Fig. 1: wires at chosen ports, followed through buffers
The bar under the picture is 20 um long.
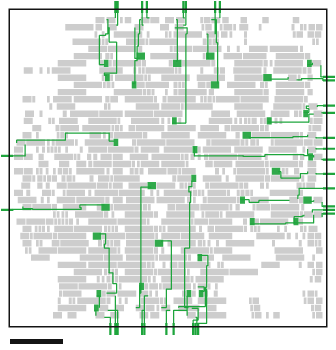
Fig. 2: routing congestion map
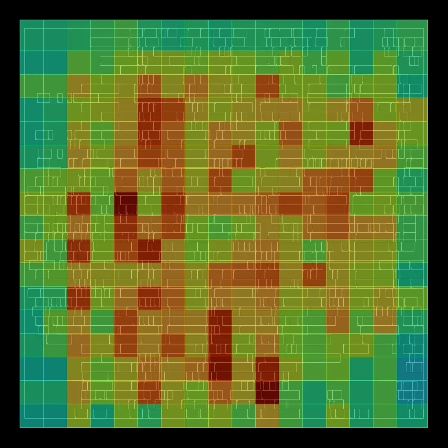
Fig. 3: met2 routing
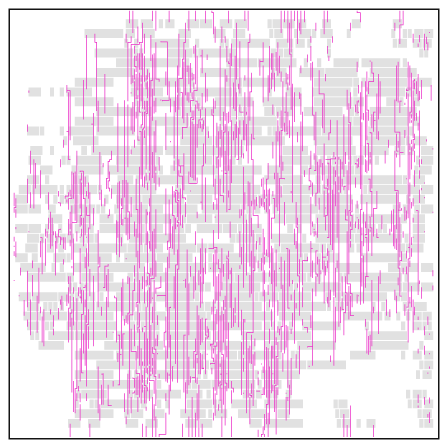
--- src/rtl/hs_cdc_tag_unpack.sv ---
// rtl/hs_cdc_tag_unpack.sv - tag-change detector pushing CDC payloads into a FWFT valid/ready FIFO
// Optional statistics counters (gap_cnt, ovf_cnt) are built when HS_CDC_TAG_UNPACK_STAT_EN is defined.
module hs_cdc_tag_unpack #(
    parameter int DATA_W = 32,
    parameter int TAG_W  = 2,
    parameter int DEPTH  = 4,
    parameter int CNT_W  = 16
) (
    input  logic                       clk,
    input  logic                       sreset,
    input  logic [TAG_W+DATA_W-1:0]    in_word,
    output logic                       m_valid,
    input  logic                       m_ready,
    output logic [DATA_W-1:0]          m_data,
    output logic [$clog2(DEPTH):0]     level,
    output logic                       overflow,
    input  logic                       clear_stat,
    output logic [CNT_W-1:0]           gap_cnt,
    output logic [CNT_W-1:0]           ovf_cnt
);
    localparam int AW = $clog2(DEPTH);
    localparam int LW = AW + 1;

    logic [TAG_W+DATA_W-1:0] in_q;
    logic [TAG_W-1:0]        last_tag_q;
    logic [TAG_W-1:0]        in_tag;
    logic [DATA_W-1:0]       in_pay;
    logic [DATA_W-1:0]       mem_q [DEPTH];
    logic [AW-1:0]           wr_ptr_q;
    logic [AW-1:0]           rd_ptr_q;
    logic [LW-1:0]           level_q;
    logic [LW-1:0]           level_d;
    logic                    overflow_q;
    logic                    tag_event;
    logic                    full;
    logic                    pop;
    logic                    push;
    logic                    drop;

    assign in_tag    = in_q[TAG_W+DATA_W-1 -: TAG_W];
    assign in_pay    = in_q[DATA_W-1:0];
    assign tag_event = (in_tag != last_tag_q);
    assign full      = (level_q == LW'(DEPTH));
    assign m_valid   = (level_q != '0);
    assign pop       = m_valid && m_ready;
    // A full FIFO can still take the new item if the head leaves this cycle.
    assign push      = tag_event && (!full || pop);
    assign drop      = tag_event && full && !pop;

    assign m_data    = m_valid ? mem_q[rd_ptr_q] : '0;
    assign level     = level_q;
    assign overflow  = overflow_q;

    always_comb begin
        level_d = level_q;
        case ({push, pop})
            2'b10:   level_d = level_q + LW'(1);
            2'b01:   level_d = level_q - LW'(1);
            default: level_d = level_q;
        endcase
    end

    always_ff @(posedge clk) begin
        if (sreset) begin
            in_q       <= '0;
            last_tag_q <= '0;
            wr_ptr_q   <= '0;
            rd_ptr_q   <= '0;
            level_q    <= '0;
            overflow_q <= 1'b0;
        end else begin
            in_q <= in_word;
            if (tag_event) begin
                last_tag_q <= in_tag;
            end
            if (push) begin
                wr_ptr_q <= wr_ptr_q + AW'(1);
            end
            if (pop) begin
                rd_ptr_q <= rd_ptr_q + AW'(1);
            end
            level_q <= level_d;
            if (clear_stat) begin
                overflow_q <= 1'b0;
            end else if (drop) begin
                overflow_q <= 1'b1;
            end
        end
    end

    always_ff @(posedge clk) begin
        if (push) begin
            mem_q[wr_ptr_q] <= in_pay;
        end
    end

`ifdef HS_CDC_TAG_UNPACK_STAT_EN
    logic [CNT_W-1:0] gap_cnt_q;
    logic [CNT_W-1:0] ovf_cnt_q;
    logic [TAG_W-1:0] tag_diff;
    logic [TAG_W-1:0] gap_add;
    logic [CNT_W:0]   gap_sum;

    // Modular distance between tags; anything above 1 means items were overwritten upstream.
    assign tag_diff = in_tag - last_tag_q;
    assign gap_add  = tag_diff - TAG_W'(1);
    assign gap_sum  = {1'b0, gap_cnt_q} + (CNT_W+1)'(gap_add);

    always_ff @(posedge clk) begin
        if (sreset || clear_stat) begin
            gap_cnt_q <= '0;
            ovf_cnt_q <= '0;
        end else begin
            if (tag_event && (tag_diff > TAG_W'(1))) begin
                gap_cnt_q <= gap_sum[CNT_W] ? '1 : gap_sum[CNT_W-1:0];
            end
            if (drop && !(&ovf_cnt_q)) begin
                ovf_cnt_q <= ovf_cnt_q + CNT_W'(1);
            end
        end
    end

    assign gap_cnt = gap_cnt_q;
    assign ovf_cnt = ovf_cnt_q;
`else
    assign gap_cnt = '0;
    assign ovf_cnt = '0;
`endif

endmodule

--- config.mk ---
export PLATFORM = sky130hd
export DESIGN_NAME = hs_cdc_tag_unpack
export DESIGN_NICKNAME = d
export VERILOG_FILES = /design/src/rtl/hs_cdc_tag_unpack.sv
export SDC_FILE = /design/constraint.sdc
export NUM_CORES = 1
export LEC_CHECK = 0
export ABC_AREA = 1
export CAP_MARGIN = 20
export CORE_UTILIZATION = 50
export DETAILED_ROUTE_END_ITERATION = 8
export GPL_TIMING_DRIVEN = 0
export PLACE_DENSITY = 0.74
export SLEW_MARGIN = 15
export SYNTH_ARGS = -nofsm -noshare
export SYNTH_HDL_FRONTEND = slang
export SYNTH_SLANG_ARGS = --single-unit
--- constraint.sdc ---
create_clock -name clk -period 4.1 [get_ports clk]
set_input_delay 1.025 -clock clk [delete_from_list [all_inputs] [get_ports clk]]
set_output_delay 1.025 -clock clk [all_outputs]
set_load 0.1 [all_outputs]
==> out/results.tsv <==
metric	value	unit
Async SR Flop Fraction	0	%
P_comb	2.61	mW
clock buf count	19	
Crit-path slowest cell	clkdlybuf4s50_1	
num ports	107	
Comb power frac	41.4	%
Chip Area, Yosys	0.00689	mm2
Reg power frac	33.6	%
pre-CTS WS	552	ps
Worst setup EP type	output port	
Log Warnings	30	
Via-to-Cell Ratio	4.95	
first-pass GRT wire length	22.5	mm
xor/xnor share	0.254	%
hpwl dp	8.94	mm
adder share	1.02	%
dpl cell area	0.00813	mm2
largest net degree at the start of global routing	24	
fp_density	51.6	%
fraction of area in multi-input gates	18.9	%
Setup TNS	0	ps
yosys stat cell total	603	
crit-path cells	inv_2 > clkbuf_1 > o21ai_1 > a21oi_1 > clkdlybuf4s50_1	
share of layout cells above drive strength 1	17.2	%
cts bufs inserted	17	
Syn Area/Cell	11.4	um2
Worst Setup Path Type	register to output port	
crit path time final	3980	ps
total die size	0.0143	mm2
static leakage	3.43	nW
worst hold path startpoint	in_q[33]	
Largest register FFs	128	
final cell count without fillers	920	
reg-to-reg critical path startpoint	in_q[32]	
Slowest Stage Delay on Critical Path	1190	ps
most common cell in the synthesized netlist	nor2_1	
FF-to-FF setup slack	2160	ps
top cells by count	nor2_1, edfxtp_1, inv_1	
clock latency on the worst-skew pair	420	ps
R2R cell count	7	
outcome	completed	
CP delay by family, top	buffers and inverters	
Synth Seq Share	69.1	%
clock network share of area	6.73	%
Int Power	3.57	mW
core area	0.0133	mm2
Switching Share	43.4	%
Max FO, Critical Path	10	
Yosys top cell by area	edfxtp_1	
## Picture notes: Fig. 1
- green: m_data (bits 32; direction output; edge 12 east, 10 south, 8 north, 2 west; end cells 32; buffers 32; wire 892 um)

## Picture notes: Fig. 2
met2 usage: 35.9%
GR Util All Layers: 21.2%

## Picture notes: Fig. 3
- main direction: vertical
- wire length on this layer: 7310 um
- share of all routed wire: 51%

Power is estimated from default activity; no workload was simulated.
